==> config.mk <==
export PLATFORM = sky130hd
export DESIGN_NAME = md4_digest_collector_flat
export DESIGN_NICKNAME = d
export VERILOG_FILES = /design/src/rtl/md4_digest_collector_if.sv /design/src/rtl/md4_digest_collector.sv /design/src/flat_wrapper.sv
export SDC_FILE = /design/constraint.sdc
export NUM_CORES = 1
export LEC_CHECK = 0
export ABC_AREA = 1
export ABC_CLOCK_PERIOD_IN_PS = 1650
export CORE_ASPECT_RATIO = 0.7
export CORE_UTILIZATION = 35
export DETAILED_ROUTE_END_ITERATION = 16
export HOLD_SLACK_MARGIN = 0.12
export SLEW_MARGIN = 20
export SYNTH_ARGS = -nofsm -noshare
export SYNTH_HDL_FRONTEND = slang
export SYNTH_SLANG_ARGS = --single-unit
==> constraint.sdc <==
create_clock -name i_clk -period 1.65 [get_ports i_clk]
set_input_delay 0.165 -clock i_clk [delete_from_list [all_inputs] [get_ports i_clk]]
set_output_delay 0.165 -clock i_clk [all_outputs]
set_load 0.05 [all_outputs]
**Run 1: clock distribution**

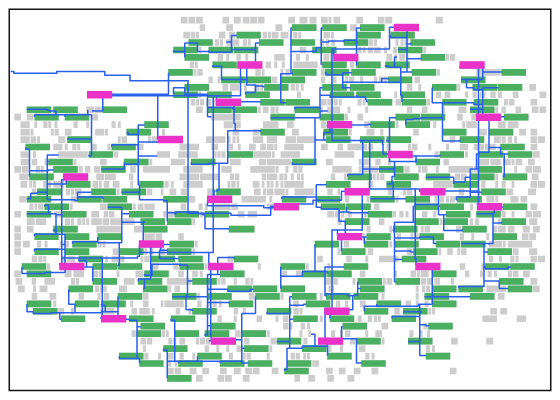
[green] flip-flops | count: 255
[blue] clock wires | length: 3070 microns
[magenta] cells driving clock nets | count: 25
flops lie: spread over the die
clk ins delay skew pair: 0.52 ns
Clock net power: 5.79 mW
clk_skew: 0.00701 ns
clock power share: 0.453

**Run 1: cell outlines without signal wires**

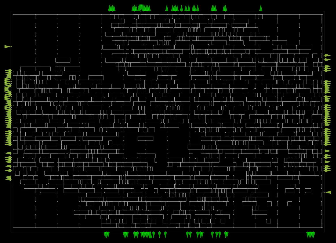
Final Util: 0.484
Seq cells: 255
Core Footprint: 25900 sq um
filler instances: 2434

**Run 1: signal wires on met4**

The bar under the picture is 50 microns long. Supply wires on this layer in grey.
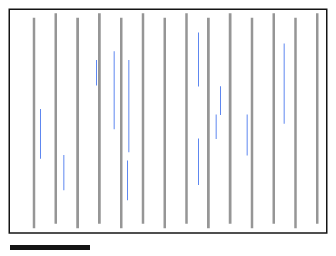
nets with wire on the layer: 3
wire length on this layer: 367 microns
share of all routed wire: 1.5%
longest straight run: 57.1 microns
main direction: vertical
DRT Wirelength: 24500 microns
via count: 6738

==> results.ini, run 1 <==
[status]
status=complete, but fails checks
violations=setup timing

[final_layout]
combGateArea_sq_um=2330
ff_latch_area_sq_um=6380
finalNonFillerCells=1406
seq_share=0.510

[cts]
htree_levels=1
cts-buffers-inserted=25

[yosys]
numSynthFlops=255
top_cell=dfrtp_1
edf_count=0
ys_sh_mux=0

[timing]
finalSetupViolCount=53
worst_slack_ns=-0.0377
layout_min_cycle_time_ns=1.69

[grt]
grt_pass1_vias=6537
use_met2=0.239

[floorplan]
taps=357

[worst_setup_path]
crit_required_ns=2.09

[drt]
m1WireLength_microns=12300

**Run 1: sequential cells coloured by netlist name**

Other sequential cells in the stronger grey, the rest of the logic in the fainter grey.
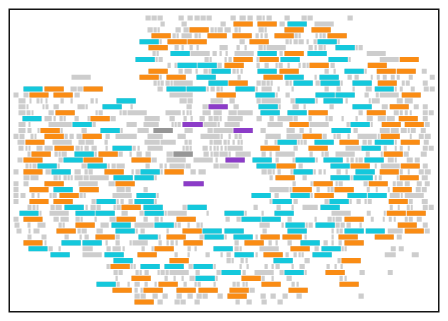

==> run 2, diff against run 1 <==
--- a/config.mk
+++ b/config.mk
@@ -5,11 +5,11 @@
 export SDC_FILE = /design/constraint.sdc
 export NUM_CORES = 1
 export LEC_CHECK = 0
-export ABC_AREA = 1
 export ABC_CLOCK_PERIOD_IN_PS = 1650
 export CORE_ASPECT_RATIO = 0.7
 export CORE_UTILIZATION = 35
 export DETAILED_ROUTE_END_ITERATION = 16
+export GPL_ROUTABILITY_DRIVEN = 0
 export HOLD_SLACK_MARGIN = 0.12
 export SLEW_MARGIN = 20
 export SYNTH_ARGS = -nofsm -noshare
**Run 2: sequential cells coloured by netlist name**

Other sequential cells in the stronger grey, the rest of the logic in the fainter grey.
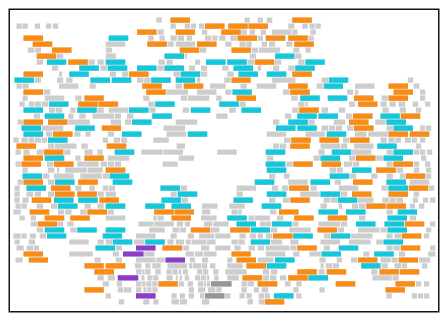
[purple] u_core.bus.byte_count | placed flops: 5
[cyan] u_core.r_shift | placed flops: 120
[orange] u_core.bus.digest | placed flops: 128 | where: spread over the die
flop share of the area: 0.503
register area: 6380 sq um
Sequential Power: 6.31 mW
Final Util: 0.507

**Run 2: wire density map**

The bar under the picture is 50 microns long. 39 x 27 tiles, from dark purple (low) to yellow (high), scaled to the fullest tile. Values are wire area over tile area, all layers added.
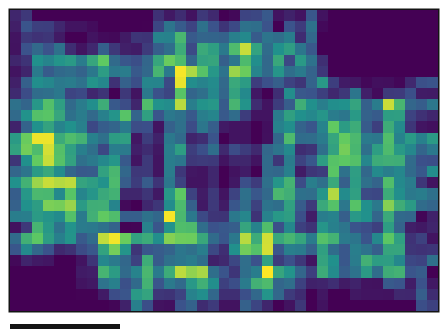
nearly empty tiles: 13%
fullest tile: 0.48
emptiest ninth of the die: upper right
mean over tiles: 0.15
tiles over half the peak: 23%
via count: 6264
DRT Wirelength: 25900 microns
Global Route Usage Sum: 0.191
WL/cell: 22.7 microns

==> results.ini, run 2 <==
[power_and_ir_drop]
power.density_nw_per_um2=1030
clock_power_mw=6.16
powerComb_mw=0.665

[status]
violations=setup timing
status=complete, but fails checks

[timing]
finalHoldViolCount=0
finalSetupViolCount=131
fin_skew_ns=0.0143
worst_slack_ns=-0.385
layout_min_cycle_time_ns=2.03

[floorplan]
core_area_sq_um=25000
ios=149
taps=325

[yosys]
edf_count=0
top_cell=dfrtp_1
synthArstFlopShare=1.00
numSynthFlops=255
adder_share=0.00276

[cts]
clock_latency_ns=0.53
htree_levels=1
cts-buffers-inserted=26

[final_layout]
combGateArea_sq_um=2440

[grt]
use_met2=0.297

[worst_setup_path]
crit_required_ns=2.12
cp_common_cell=ha_4

[drt]
m1WireLength_microns=11900

**Run 2: cell outlines without signal wires**

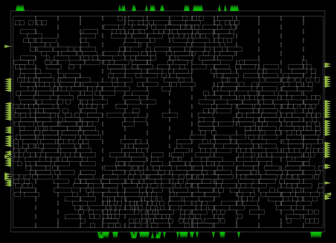
Layout Cells excl Fill: 1138
filler instances: 2117
Cell Rows: 48

Power and IR drop assume default switching activity.
